### Routed clock nets over the placement, run 1

Bar = 50 microns.
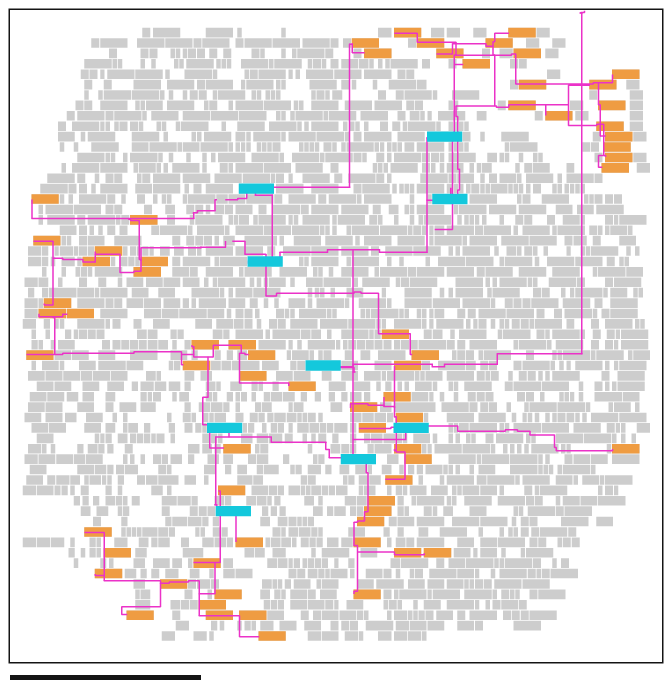
### Cell placement, run 1

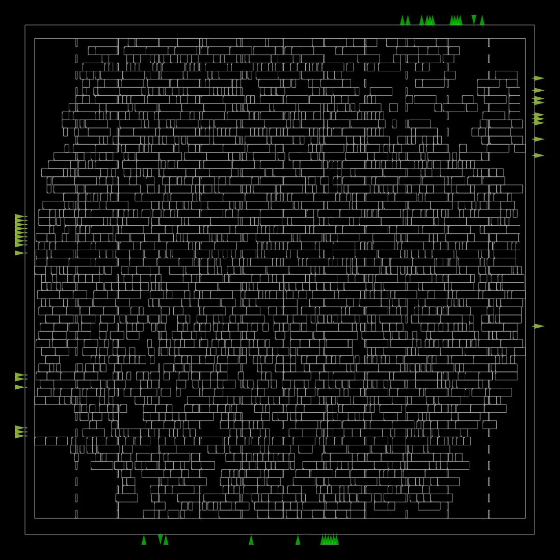
### Wiring by layer, run 1

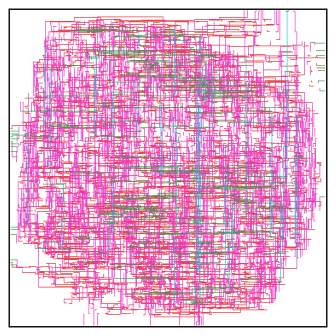
==> src/rtl/fixed_power.sv <==
// ---------------------------------------------------------------------------
// fixed_power
//
// Integer-exponent power unit for unsigned Q10.10 numbers. It computes
// base**exp for exp = 0..7 by repeated multiplication through one shared
// 20x20 multiplier, performing one multiply per clock. If any partial
// product no longer fits in Q10.10, the unit stops early and returns
// SAT_VAL. Its intended use is to check the iterative root extractor: the
// root is raised back to the original power and compared with the radicand.
//
// Build option:
//   FIXED_POWER_ROUND_EN  when defined, every multiply step rounds half-up
//                         before dropping the fractional bits. When it is
//                         undefined, each step truncates. Latency and the
//                         handshake are the same in both builds.
//
// Ports:
//   clk        system clock; all logic updates on the rising edge
//   rst        synchronous, active-high reset; aborts any request in flight
//   in_valid   single-cycle request strobe; ignored while busy is high
//   in_data_1  base, unsigned Q10.10
//   in_data_2  exponent, unsigned integer 0..7
//   busy       high while a request is in flight
//   out_valid  one-cycle result strobe
//   out_data   result, unsigned Q10.10; forced to 0 when out_valid is low
// ---------------------------------------------------------------------------
module fixed_power #(
   parameter int unsigned FRAC_BITS = 10,
   parameter logic [19:0] ONE       = 20'h00400,
   parameter logic [19:0] SAT_VAL   = 20'hFFFFF
) (
   input  logic        clk,
   input  logic        rst,
   input  logic        in_valid,
   input  logic [19:0] in_data_1,
   input  logic [2:0]  in_data_2,
   output logic        busy,
   output logic        out_valid,
   output logic [19:0] out_data
);

   // Rounding adds half an LSB of the result before the fractional bits
   // are dropped. The truncating build adds nothing.
`ifdef FIXED_POWER_ROUND_EN
   localparam logic [40:0] RND = 41'd1 << (FRAC_BITS - 1);
`else
   localparam logic [40:0] RND = 41'd0;
`endif

   typedef enum logic [1:0] {
      IDLE,
      MUL,
      OUT
   } state_t;

   state_t      state_q, state_d;
   logic [19:0] base_q, base_d;
   logic [2:0]  exp_q, exp_d;
   logic [19:0] acc_q, acc_d;
   logic [2:0]  cnt_q, cnt_d;
   logic        outValid_q, outValid_d;
   logic [19:0] outData_q, outData_d;

   logic [39:0] prod;
   logic [40:0] prodRnd;
   logic [40:0] scaled;
   logic        ovf;
   logic [19:0] stepVal;
   logic        lastStep;

   // One multiply step. The sum is one bit wider than the product so that
   // a rounding carry out of the top bit is still seen as an overflow.
   // Any bit at or above the integer field of the result means the value
   // cannot be represented, so the request saturates.
   assign prod     = 40'(acc_q) * 40'(base_q);
   assign prodRnd  = {1'b0, prod} + RND;
   assign scaled   = prodRnd >> FRAC_BITS;
   assign ovf      = |scaled[40:20];
   assign stepVal  = scaled[19:0];
   assign lastStep = ((cnt_q + 3'd1) == exp_q);

   // State register. Reset returns to IDLE on the same edge, even in the
   // middle of a request, so an aborted request never reaches OUT.
   always_ff @(posedge clk) begin
      if (rst) begin
         state_q <= IDLE;
      end else begin
         state_q <= state_d;
      end
   end

   // Next-state logic. An exponent of zero skips MUL because the answer is
   // the initial accumulator value ONE. An overflowing multiply leaves MUL
   // at once, because a saturated value can never come back into range.
   always_comb begin
      state_d = state_q;
      case (state_q)
         IDLE: begin
            if (in_valid) begin
               state_d = (in_data_2 == 3'd0) ? OUT : MUL;
            end
         end
         MUL: begin
            if (ovf || lastStep) begin
               state_d = OUT;
            end
         end
         OUT: begin
            state_d = IDLE;
         end
         default: begin
            state_d = IDLE;
         end
      endcase
   end

   // Output and datapath next-state logic. busy is derived from the state,
   // so it falls in the same cycle that out_valid rises. That cycle is back
   // in IDLE, which lets a new request be accepted in the out_valid cycle.
   // Requests that arrive while busy never reach the latches below.
   always_comb begin
      base_d     = base_q;
      exp_d      = exp_q;
      acc_d      = acc_q;
      cnt_d      = cnt_q;
      outValid_d = 1'b0;
      outData_d  = 20'd0;
      busy       = (state_q != IDLE);
      case (state_q)
         IDLE: begin
            if (in_valid) begin
               base_d = in_data_1;
               exp_d  = in_data_2;
               acc_d  = ONE;
               cnt_d  = 3'd0;
            end
         end
         MUL: begin
            if (ovf) begin
               acc_d = SAT_VAL;
            end else begin
               acc_d = stepVal;
               cnt_d = cnt_q + 3'd1;
            end
         end
         OUT: begin
            outValid_d = 1'b1;
            outData_d  = acc_q;
         end
         default: begin
            outValid_d = 1'b0;
         end
      endcase
   end

   // Datapath and registered outputs.
   always_ff @(posedge clk) begin
      if (rst) begin
         base_q     <= 20'd0;
         exp_q      <= 3'd0;
         acc_q      <= 20'd0;
         cnt_q      <= 3'd0;
         outValid_q <= 1'b0;
         outData_q  <= 20'd0;
      end else begin
         base_q     <= base_d;
         exp_q      <= exp_d;
         acc_q      <= acc_d;
         cnt_q      <= cnt_d;
         outValid_q <= outValid_d;
         outData_q  <= outData_d;
      end
   end

   assign out_valid = outValid_q;
   assign out_data  = outData_q;

endmodule
==> config.mk <==
export PLATFORM = sky130hd
export DESIGN_NAME = fixed_power
export DESIGN_NICKNAME = d
export VERILOG_FILES = /design/src/rtl/fixed_power.sv
export SDC_FILE = /design/constraint.sdc
export NUM_CORES = 1
export LEC_CHECK = 0
export ABC_CLOCK_PERIOD_IN_PS = 8900
export CORE_MARGIN = 3
export CORE_UTILIZATION = 60
export DETAILED_ROUTE_END_ITERATION = 7
export PLACE_DENSITY = 0.78
export REMOVE_ABC_BUFFERS = 1
export SYNTH_ARGS = -nofsm -noshare
export SYNTH_HDL_FRONTEND = slang
export SYNTH_SLANG_ARGS = --single-unit
==> constraint.sdc <==
create_clock -name clk -period 8.9 [get_ports clk]
set_clock_uncertainty 0.15 [all_clocks]
set_input_delay 1.335 -clock clk [delete_from_list [all_inputs] [get_ports clk]]
set_output_delay 1.335 -clock clk [all_outputs]
set_load 0.03 [all_outputs]
==> flow_summary.yaml, run 1 <==
# flow metrics
synthesis:
  synth_seq_share: 0.0851
  prevailing_post_synth_register_cell: "sky130_fd_sc_hd__dfxtp_1"
  synth_warnings: 0
  async_flop_share: 0
  synth.top_cell.area_share: 0.393
  ys_cells: 1850
  synth_area_leader_cell: "sky130_fd_sc_hd__fa_1"
  synth_top_cell_by_count: "sky130_fd_sc_hd__inv_1"
  synth.yosys.chip_area_sq_um: 16200
  synth_area_sq_um: 16200
  synthesis.instances: 1850
  netlist_top_cells_count: "sky130_fd_sc_hd__inv_1, sky130_fd_sc_hd__fa_1, sky130_fd_sc_hd__and2_1"
  post_synth.cell_area_avg_sq_um: 8.77
  post_synth_edffs: 0
cts:
  insertion_delay_ps: 360
  cts_sinks: 69
  tritoncts: "yes"
  holdBufCountCts: 0
  clock-root-buffer: "sky130_fd_sc_hd__clkbuf_16"
  cts.reportedPaths.clkPinSlew_ps: 70
  post_cts.repair.setup_buffers: 0
  cts_buffers: 9
  post_cts_resize_count: 0
global_route:
  antenna_violations_before_repair: 0
  grt_pass1_wl_microns: 70400
  grt_max_degree: 53
  grt_pass1_vias: 13518
  gr-total-overflow: 0
worst_setup_path:
  critPathMostFrequentCell: "sky130_fd_sc_hd__fa_1"
  worst-endpoint-arrival_ps: 8560
  critPathRequiredTime_ps: 9000
  timing.critical_path.buf_inv: 4
  biggest_cell_delay_along_the_critical_path_ps: 680
  critical_path_peak_fanout: 12
  type_of_the_worst_setup_path: "reg -> reg"
  critical_path.startpoint_type: "flop"
  timing.critical_path.max_delay_family: "adder cells"
  path_cells: "buf_4, nand2_1, fa_1, inv_1, fa_1, fa_1, fa_1, fa_1, fa_1, inv_1, fa_1, inv_1, ha_1, nand4_1, or2_1, or4_2, a211oi_1, nor3_1, xnor2_1, or4b_2, or3_4, mux2_4"
layout:
  area_growth_pct: 5.99
  finalNetCount: 2327
  drive_above_1_share: 0.0424
route:
  drt.antenna.violating_nets: 0
  viasPerCell: 5.79
  first_pass_iters: 6
  first_iter_violations: 885
die:
  die_h_microns: 170
  chipWidth_microns: 170
  initial_core_util: 0.616
  num_io_pins: 48
job:
  timing.max_cap.violations: 0
  tool_warnings: 25
timing:
  timing.setup.tns_ps: 0
  final.min_clock_period_ps: 8460
  finalCritPeriodShare: 0.950
  max_slew_margin: 0.207
  max_freq_mhz: 118
power_and_ir_drop:
  vdd.ir_drop.worst_uv: 108
  power_per_cell_area_nw_per_um2: 146
placed_design:
  place_congestion: 0.946
  place.detailed.instances: 2157
  io_buffers: 47
run_status:
  run_status: "finished, final reports clean"
hold_path:
  worstHoldPathType: "reg -> reg"
Back to the opening pictures, 'Routed clock nets over the placement':
cells driving clock nets: drawn in cyan, count 9. flip-flops: drawn in orange, count 69. clock wires: drawn in magenta, length 1520 microns.
There are 10 routed clock nets. Position of the flops: spread over the die.
Power Clock: 391 uW
share of power burned in the clock network: 0.155

Back to the opening pictures, 'Cell placement':
share of the core filled with cells in the final layout: 0.653
standard cell core area: 26400 sq um
# rows: 59
fin cells: 2174
Filler cells: 2134

Back to the opening pictures, 'Wiring by layer':
met2: drawn in magenta, wire length 20.4 mm. met1: drawn in red, wire length 17300 microns. met3: drawn in green, wire length 3140 microns. met4: drawn in cyan, wire length 1470 microns.
routed wire length: 42300 microns
via count: 12585
global routing usage summed across all routing layers: 0.309
drt wl/cell: 19.5 microns

run 1: worst min-delay path: stages (launching register included):
cell and delay, ps:
sky130_fd_sc_hd__dfxtp_1 320, sky130_fd_sc_hd__nand2_1 50, sky130_fd_sc_hd__a21oi_1 50
run 1: final cells by class:
type,count,area (sq um)
inverters,355,1330
flip-flops and latches,69,1380
multi-input cells,1315,13000
well taps,335,419
repair buffers,83,736
fillers,2134,9150
clock inverters,7,73.8
clock buffers,9,225
diodes,1,2.50
run 1: stage by stage:
stage	hold slack (ps)	setup WS (ps)	instance area, sq um	power (uW)
2_1_floorplan	292	1200	15700	1500
3_3_place_gp	311	666	16900	2060
3_5_place_dp	312	578	16900	2090
4_1_cts	321	500	17200	2500
5_1_grt	339	209	17200	2700
6_report	316	442	17200	2520
run 1: placed cells by master, fill, tap and decap left out, types with 3 or more instances in the layout:
cell                              count
sky130_fd_sc_hd__o21bai_1             3
sky130_fd_sc_hd__a311oi_1            11
sky130_fd_sc_hd__xor2_1              13
sky130_fd_sc_hd__nor3_1              16
sky130_fd_sc_hd__nand4_1             17
sky130_fd_sc_hd__inv_1              355
sky130_fd_sc_hd__clkdlybuf4s50_1     46
sky130_fd_sc_hd__nand3_1             11
sky130_fd_sc_hd__and3_1               5
sky130_fd_sc_hd__o21a_1              10
sky130_fd_sc_hd__nand2b_1             3
sky130_fd_sc_hd__mux2i_1              3
sky130_fd_sc_hd__a21oi_1             87
sky130_fd_sc_hd__dfxtp_1             69
sky130_fd_sc_hd__clkbuf_16            9
sky130_fd_sc_hd__a31oi_1              5
sky130_fd_sc_hd__o21ai_0             25
sky130_fd_sc_hd__and4_1               3
sky130_fd_sc_hd__nor2_1              33
sky130_fd_sc_hd__o211ai_1             8
sky130_fd_sc_hd__a21o_1               7
sky130_fd_sc_hd__or2_2                3
sky130_fd_sc_hd__and2_1             273
sky130_fd_sc_hd__ha_1               149
sky130_fd_sc_hd__buf_4               36
sky130_fd_sc_hd__nand2_1            230
sky130_fd_sc_hd__xnor2_1             16
sky130_fd_sc_hd__nor4_1               4
sky130_fd_sc_hd__fa_1               319
sky130_fd_sc_hd__a211oi_1            15
run 1: power by group:
group	internal [uW]	leakage (uW)	switching, uW	total [uW]
Clock	219	0.000146	172	391
Combinational	606	0.00793	988	1590
Sequential	355	0.000563	181	535
run 1: worst paths after layout:
path,start,end,slack [ps],cells after the start
worst min register to register,exp_q[0],exp_q[0],320,2
worst min-delay path,exp_q[0],exp_q[0],320,2
worst max-delay path,base_q[11],cnt_q[0],440,22
worst max register to register,base_q[11],cnt_q[0],440,22
run 1: kinds of logic after synthesis:
logic type                 share of synthesized area
AOI/OAI and AO/OA                             0.0759
xor gates and xnor gates                      0.0157
adders and majority gates                      0.508
buffers and inverters                          0.113
DFF                                           0.0851
muxes                                        0.00416
and+or+nand+nor                                0.198
run 1: registers in the layout (all words and copies together), names as in the netlist:
signal	count
acc_q	20
cnt_q	3
exp_q	3
out_data	20
out_valid	1
base_q	20
state_q	2
run 1: metal layers:
| layer | wire length, microns | track usage |
|---|---|---|
| met1 | 17300 | 0.418 |
| met2 | 20400 | 0.517 |
| met3 | 3140 | 0.0400 |
| met4 | 1470 | 0.108 |
| met5 | 0 | 0 |
### Placement by cell class, run 1

Fill, decap, tap and diode cells in gray.
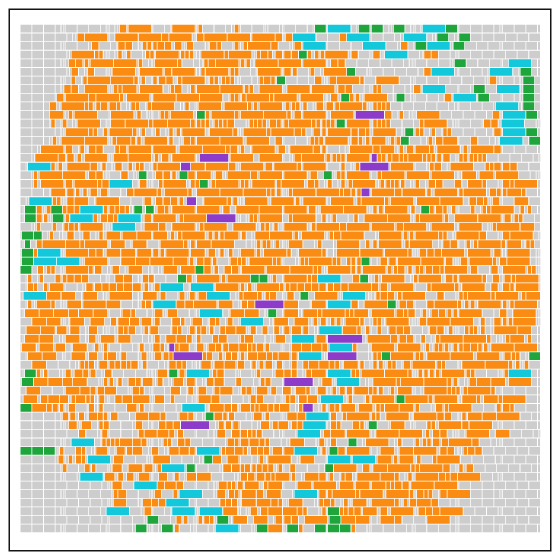

==> run 2: changes to the inputs <==
- ABC_AREA: default -> 1
### Placement by cell class, run 2

Fill, decap, tap and diode cells in gray.
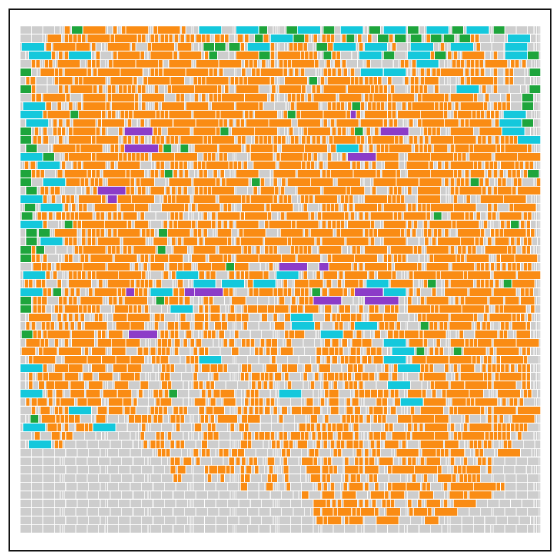
flip-flops: drawn in cyan, cells 69. clock drivers and dummy loads: drawn in purple, cells 16. other buffers and delay cells: drawn in green, cells 80. all other logic: drawn in orange, cells 2126.
# rows: 60
share of the core filled with cells in the final layout: 0.659
register fraction of the total cell area: 0.0767
post-layout instance area: 18000 sq um

==> run 2 against run 1 <==
Compared with the run above: count of clock-buffer cells in the layout is the same; critical path depth rose by 3; critical path type unchanged; routed wire length up 7.9%; clock power rose by 6.4%; synthesized area rose by 4.0%; register-to-register slack better by 630 ps; largest power group unchanged; core utilization up 0.64 points.
==> flow_summary.yaml, run 2 <==
# flow metrics
timing:
  timing.setup.tns_ps: 0
  final.min_clock_period_ps: 7830
  finalCritPeriodShare: 0.880
  final.setup.worst_slack_ps: 1070
  max_freq_mhz: 128
  finalHoldWorstSlack_ps: 341
route:
  route.final.wire_length_microns: 45700
  vias: 14148
  avgRoutedWirePerCell_microns: 17.1
  viasPerCell: 5.31
cts:
  holdBufCountCts: 0
  cts.reportedPaths.clkPinSlew_ps: 70
  cts_buffers: 9
  cts_sinks: 69
placed_design:
  place_congestion: 0.947
layout:
  instances_no_fill: 2663
  gate_area_sq_um: 12500
  regArea_sq_um: 1380
  finalNetCount: 2780
power_and_ir_drop:
  power.share.switching: 0.586
  cell_internal_pwr_uw: 1920
  vdd.ir_drop.worst_uv: 233
  power_per_cell_area_nw_per_um2: 258
synthesis:
  prevailing_post_synth_register_cell: "sky130_fd_sc_hd__dfxtp_1"
  synth_top_cell_by_count: "sky130_fd_sc_hd__inv_1"
  netlist_top_cells_count: "sky130_fd_sc_hd__inv_1, sky130_fd_sc_hd__nand2_1, sky130_fd_sc_hd__fa_1"
  synth.top_cell.area_share: 0.378
  synthesis.instances: 2290
  ys_cells: 2290
  post_synth_edffs: 0
  post_synth.cell_area_avg_sq_um: 7.37
worst_setup_path:
  worst_r2r_path_cells: 25
  critPathRequiredTime_ps: 8940
  worst_r2r_start: "acc_q[13]"
  biggest_cell_delay_along_the_critical_path_ps: 1200
  rrSetupSlack_ps: 1070
hold_path:
  min_path_cells: 1
run_status:
  run_status: "finished, final reports clean"
global_route:
  grt_pass1_vias: 15500
  antenna_violations_before_repair: 0
  grt_pass1_wl_microns: 75900
die:
  coreArea_sq_um: 27300
job:
  tool_warnings: 25
### Pin placement, run 2

Pins as bars across the die edge, other pins in gray.
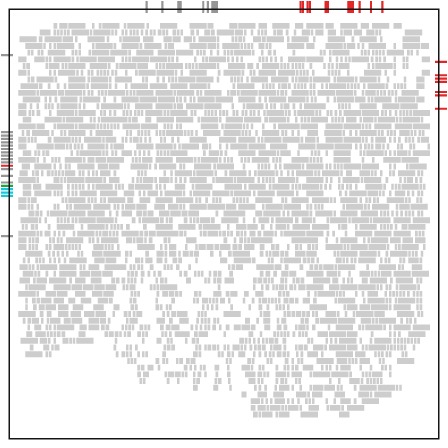
`in_valid`: drawn in green, pins 1, direction input, edge west. `out_data`: drawn in red, pins 20, direction output, edge 12 north, 7 east, 1 west. `in_data_2`: drawn in cyan, pins 3, direction input, edge west.
All pins by edge: 21 north, 20 west, 7 east.
number of buffers inserted by port buffering: 47
x dimension of the die: 174 microns
die height: 174 microns

run 2: cell types whose count changed in the layout (fill, tap and decap cells not counted), sizes merged, moves of 21 or more:
| cell | before | now |
|---|---|---|
| nand2 | 230 | 585 |
| inv | 356 | 691 |
| a21oi | 87 | 66 |
| nor2 | 34 | 144 |
| o21ai | 25 | 64 |
| and2 | 275 | 2 |
| nand3 | 11 | 32 |
run 2: power groups by stage:
stage | Clock (uW) | Combinational (uW) | Sequential [uW]
2_1_floorplan | 0 | 2320 | 643
3_3_place_gp | 0 | 3370 | 716
3_5_place_dp | 0 | 3430 | 723
4_1_cts | 422 | 3490 | 717
5_1_grt | 430 | 3910 | 743
6_report | 416 | 3490 | 734
run 2: kinds of logic (layout without fill, tap and decap cells):
group / after synthesis / in the layout / share of synthesized area
compound gates: 151 / 151 / 0.0483
flops: 69 / 69 / 0.0819
fa+ha+maj: 468 / 468 / 0.489
xor+xnor: 27 / 27 / 0.0140
buf+inv: 787 / 788 / 0.176
simple gates: 788 / 788 / 0.191
run 2: worst max-delay path by stage:
stage                     depth (start not counted)       from          to  slack [ps]
after floorplan                                  29   acc_q[7]    cnt_q[2]        2450
after global placement                           26  acc_q[13]  state_q[0]        1310
after detailed placement                         25  acc_q[13]    acc_q[0]        1170
after CTS                                        25  acc_q[13]    acc_q[0]        1130
after global routing                             29   acc_q[9]    acc_q[6]         690
final                                            25  acc_q[13]    acc_q[0]        1070
run 2: layer usage:
layer / vias to the layer above / track usage / share of wire / routed length, microns
met5: - / 0 / 0 / 0
met4: 0 / 0.160 / 0.054 / 2440
met3: 196 / 0.0644 / 0.083 / 3790
met2: 647 / 0.541 / 0.49 / 22400
met1: 6819 / 0.380 / 0.37 / 17100
li1: 6486 / - / - / -
run 2: area by class of cell:
| class | count | area share |
|---|---|---|
| Tap cell | 372 | 0.0258 |
| Multi-Input combinational cell | 1434 | 0.695 |
| Clock buffer | 9 | 0.0125 |
| Inverter | 692 | 0.144 |
| Clock inverter | 7 | 0.00549 |
| Sequential cell | 69 | 0.0767 |
| Timing Repair Buffer | 80 | 0.0399 |
run 2: worst max-delay path, delay by kind of cell, from the launching register on:
kind | cells | cell delay (ps)
buffers and inverters | 3 | 150
DFF | 1 | 1200
AOI/OAI and AO/OA | 4 | 760
adders and majority gates | 8 | 3940
and+or+nand+nor | 10 | 1460
run 2: metrics by stage:
step                      cell area (sq um)  total power, uW   util
after CTS                             18000             4630  0.659
after detailed placement              17700             4150  0.647
final                                 18000             4640  0.659
after floorplan                       16500             2960      -
after global placement                17700             4090  0.647
after global routing                  18000             5090  0.659
Power and IR drop assume default switching activity.
